### src/rtl/param_lifo_stack.sv
// Parameterised LIFO stack with registered pop data and replace-top on simultaneous push+pop.
// Define STACK_ERR_FLAG_EN to compile in sticky overflow/underflow flags; otherwise they read 0.
module param_lifo_stack #(
    parameter int  DATA_W   = 4,
    parameter int  DEPTH    = 16,
    parameter int  AF_LEVEL = DEPTH - 2,
    localparam int CNT_W    = $clog2(DEPTH + 1)
) (
    input  logic              clk,
    input  logic              stack_reset,
    input  logic              push_i,
    input  logic              pop_i,
    input  logic              mux_sel,
    input  logic [DATA_W-1:0] data_1_in,
    input  logic [DATA_W-1:0] data_2_in,
    input  logic              err_clr_i,
    output logic [DATA_W-1:0] data_out,
    output logic              data_valid_o,
    output logic [CNT_W-1:0]  count_o,
    output logic              full_o,
    output logic              empty_o,
    output logic              almost_full_o,
    output logic              overflow_o,
    output logic              underflow_o
);

    localparam int IDX_W = $clog2(DEPTH);

    logic [DATA_W-1:0] mem [DEPTH];
    logic [CNT_W-1:0]  count_q;
    logic [CNT_W-1:0]  count_d;
    logic [DATA_W-1:0] wr_data;
    logic [IDX_W-1:0]  top_idx;
    logic [IDX_W-1:0]  wr_idx;
    logic              full;
    logic              empty;
    logic              wr_en;
    logic              rd_en;
    logic              ovf_evt;
    logic              udf_evt;

    assign full          = (count_q == CNT_W'(DEPTH));
    assign empty         = (count_q == '0);
    assign full_o        = full;
    assign empty_o       = empty;
    assign almost_full_o = (count_q >= CNT_W'(AF_LEVEL));
    assign count_o       = count_q;
    assign wr_data       = mux_sel ? data_1_in : data_2_in;
    // Only meaningful when count_q > 0; low bits wrap correctly because count-1 < DEPTH.
    assign top_idx       = count_q[IDX_W-1:0] - IDX_W'(1);

    always_comb begin
        // NOTE: every variable gets a default first so no path leaves it unassigned (no latch).
        rd_en   = pop_i && !empty;
        wr_en   = push_i && (!full || pop_i);
        wr_idx  = rd_en ? top_idx : count_q[IDX_W-1:0];
        ovf_evt = push_i && !pop_i && full;
        udf_evt = pop_i && empty;
        count_d = count_q;
        if (wr_en && !rd_en) begin
            count_d = count_q + CNT_W'(1);
        end else if (rd_en && !push_i) begin
            count_d = count_q - CNT_W'(1);
        end
    end

    // NOTE: state registers use non-blocking assignments so every flop samples pre-edge values.
    always_ff @(posedge clk) begin
        if (stack_reset) begin
            count_q      <= '0;
            data_out     <= '0;
            data_valid_o <= 1'b0;
        end else begin
            count_q      <= count_d;
            data_valid_o <= rd_en;
            if (rd_en) begin
                data_out <= mem[top_idx];
            end
        end
    end

    // NOTE: storage is deliberately not reset; count_q alone defines which entries are live.
    always_ff @(posedge clk) begin
        if (!stack_reset && wr_en) begin
            mem[wr_idx] <= wr_data;
        end
    end

`ifdef STACK_ERR_FLAG_EN
    logic overflow_q;
    logic underflow_q;

    // An event in the same cycle as err_clr_i keeps the flag set.
    always_ff @(posedge clk) begin
        if (stack_reset) begin
            overflow_q  <= 1'b0;
            underflow_q <= 1'b0;
        end else begin
            if (ovf_evt) begin
                overflow_q <= 1'b1;
            end else if (err_clr_i) begin
                overflow_q <= 1'b0;
            end
            if (udf_evt) begin
                underflow_q <= 1'b1;
            end else if (err_clr_i) begin
                underflow_q <= 1'b0;
            end
        end
    end

    assign overflow_o  = overflow_q;
    assign underflow_o = underflow_q;
`else
    logic unused_err;
    assign unused_err  = ^{err_clr_i, ovf_evt, udf_evt};
    assign overflow_o  = 1'b0;
    assign underflow_o = 1'b0;
`endif

endmodule

### config.mk
export PLATFORM = sky130hd
export DESIGN_NAME = param_lifo_stack
export DESIGN_NICKNAME = d
export VERILOG_FILES = /design/src/rtl/param_lifo_stack.sv
export SDC_FILE = /design/constraint.sdc
export NUM_CORES = 1
export LEC_CHECK = 0
export ABC_AREA = 0
export CAP_MARGIN = 0
export CORE_MARGIN = 5
export CORE_UTILIZATION = 45
export CTS_CLUSTER_SIZE = 28
export DETAILED_ROUTE_END_ITERATION = 16
export PLACE_DENSITY = 0.71
export SLEW_MARGIN = 5
export SYNTH_ARGS = -nofsm -noshare
export SYNTH_HDL_FRONTEND = slang
export SYNTH_SLANG_ARGS = --single-unit
### constraint.sdc
create_clock -name clk -period 3.58 [get_ports clk]
set_input_delay 0.358 -clock clk [delete_from_list [all_inputs] [get_ports clk]]
set_output_delay 0.358 -clock clk [all_outputs]
set_load 0.01 [all_outputs]
==> notes.md <==
Implementation numbers.

- The mean area per synthesized cell reads approximately 15 sq um.
- The clock-pin transition on the worst setup and hold timing paths reads 0.07 ns.
- The floorplan report gives the top-level pin count as 29.
- The tally of unique sky130hd cells used after synthesis is 42.
- The element type at the critical path start is a register.
- The transition time of the tightest slew-check pin is 0.564 ns.
- The combined area of all synthesized cells reads 0.00341 sq mm.
- The area reported by Yosys stat is approximately 0.0034 sq mm.
- The critical path launch point is count_o[1].
- The most congested layer reported by global routing is met2.
- Using the TritonRoute via totals, the vias-per-cell ratio works out to around 5.3.
- The post-synthesis to final-layout area growth is 14.3%.
- met1 track demand over resource after global routing is 0.191.
- Looking at the clock tree report, the root buffer type is clkbuf_8.
- At the worst endpoint, the required time is around 3.8 ns.
- The count of instantiated cells in the yosys netlist reads 228.
- The critical path goes through inv_1 -> ha_1 -> or4b_4 -> and2_4 -> nor2_4 -> inv_1 -> ha_1 -> a21o_1 -> a21oi_1 -> mux2i_1 -> mux2_1.
- In this run the tightest slew margin relative to its limit is 0.620.
- The library cell occupying the most area in the post-synthesis netlist is edfxtp_1.
- The floorplan die width reads between 90 and 100 um.
- Per the repair_timing log after CTS, setup buffers inserted total 0.
- For this run, the total global-route usage over all layers was measured as 0.143.
- The count of max-cap constraint violations is 0.
- The count of TritonRoute iterations in the first routing pass reads 4.
- The power report puts the leakage power at about 1.3 nW.
- The initial cell density of the core reads 0.467.
- The initial antenna violation count reads 0.
- The summed negative setup slack over all endpoints reads 0 ns.
- The count of final setup violators reads 0.
- The half-perimeter wire length after placement is ~4300 um.
- Among logic cells in the layout, the one with the most instances is edfxtp_1.
- The synthesized flop and latch total is 74.
- The run finished with clean final reports.
- The share of cells above drive strength 1 reads 0.127.
- The report shows a maximum critical-path fanout of 15.
- The antenna diode count reads 0.
- The script parses the final routing iteration and logs DRC violations as 0.
- The ratio of final minimum period to clock period is 0.872.
- Power comes to between 2 and 3 mW.
==> where the power goes <==
| part | switching, mW | internal (mW) |
|---|---|---|
| Clock | 0.278 | 0.310 |
| Sequential | 0.0645 | 1.03 |
| Combinational | 0.624 | 0.539 |
==> cell families after synthesis <==
| kind of cell | Yosys count | share of synthesized area |
|---|---|---|
| AND-OR/OR-AND | 32 | 0.0617 |
| XOR/XNOR | 5 | 0.0129 |
| adder cells (fa/ha/maj) | 7 | 0.0279 |
| buffers and inverters | 19 | 0.0334 |
| flip-flops | 74 | 0.623 |
| multiplexers | 25 | 0.144 |
| other | 1 | 0.00110 |
| AND/OR/NAND/NOR | 65 | 0.0959 |
==> critical path, delay by kind of cell (launching register included) <==
family	cells	cell delay, ns
flops	1	0.48
mux	2	0.55
simple gates	3	0.86
fa+ha+maj	2	0.50
compound gates	2	0.35
buf+inv	2	0.29
==> stage by stage <==
stage	instance area, sq um	instances
floorplan	3410	229
global placement	3720	344
detailed placement	3720	344
CTS	3890	359
global route	3890	359
finish	3890	359
==> layer usage <==
metal	up-vias	share of wire	wire [um]
met5	-	0	0
met4	0	0.017	106
met3	13	0.059	373
met2	52	0.46	2910
met1	911	0.47	2980
li1	930	-	-
==> cell usage after synthesis (all sizes together) <==
library cell / n
edfxtp: 64
nor2: 31
mux4: 16
a21oi: 10
dfxtp: 10
nand2: 9
clkbuf: 8
nor2b: 8
inv: 7
nor3: 7
a31oi: 6
ha: 6
mux2: 5
o21ai: 5
a311oi: 4
buf: 4
mux2i: 4
xnor2: 4
a211oi: 2
a21o: 2
nand3: 2
and2: 1
and2b: 1
and3b: 1
and4bb: 1
conb: 1
fa: 1
nand2b: 1
nor3b: 1
o2111ai: 1
o21a: 1
o41ai: 1
or3: 1
or4b: 1
xor2: 1
==> final cells by class <==
type | instances | area [sq um] | share of cell area
inverters | 7 | 26.3 | 0.00675
clock buffers | 10 | 128 | 0.0328
clock inverters | 5 | 46.3 | 0.0119
well taps | 99 | 124 | 0.0318
multi-input cells | 136 | 1170 | 0.302
repair buffers | 28 | 273 | 0.0701
flip-flops and latches | 74 | 2120 | 0.545
==> sequential cells by signal, summed over array words and instances (netlist names) <==
register	cells
mem	64
count_o	5
data_out	4
data_valid_o	1
==> path summary, 6_finish.rpt <==
kind,cells after the start,endpoint,slack [ns]
worst min-delay path,2,data_out[3],0.50
worst max register to register,11,count_o[4],0.46
worst min register to register,2,data_out[3],0.50
worst max-delay path,11,count_o[4],0.46
met1.png
Cells faint in the background.
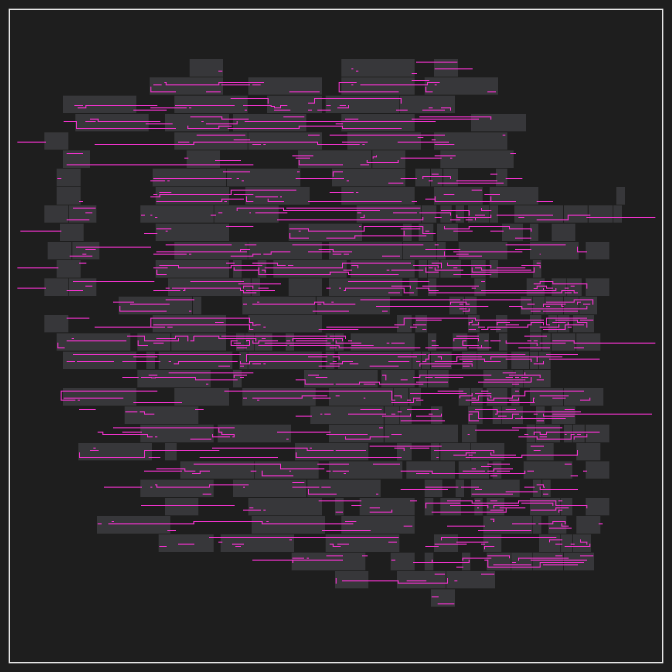
- wire length on this layer: 2980 um
- longest straight run: 28.3 um

met2.png
The bar under the picture is 20 um long.
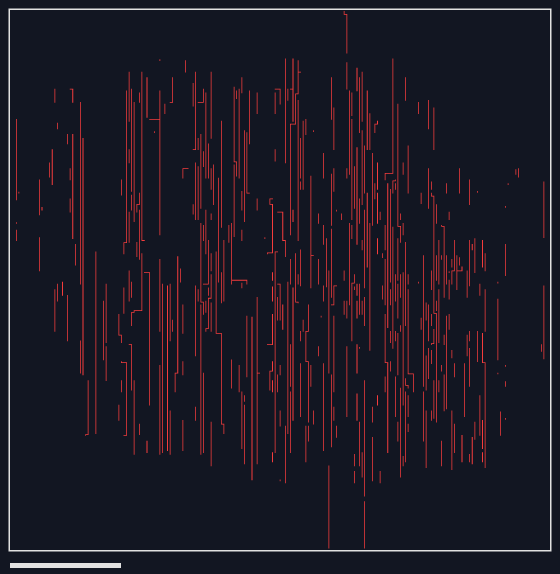
- longest straight run: 42.5 um
- nets with wire on the layer: 226
- wire length on this layer: 2910 um
- share of all routed wire: 46%
- main direction: vertical

met3.png
The bar under the picture is 20 um long.
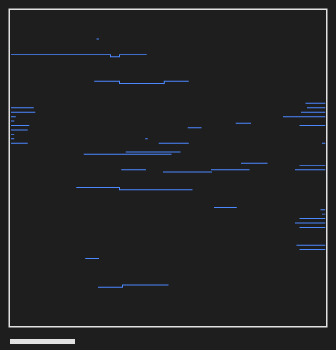
- longest straight run: 30.4 um
- main direction: horizontal
- wire length on this layer: 374 um
- nets with wire on the layer: 33
post-detailed-routing wire length: 6370 um
met3 routing resource usage after global routing: 0.0612
number of vias in the routed layout: 1906

Power and IR drop assume default switching activity.
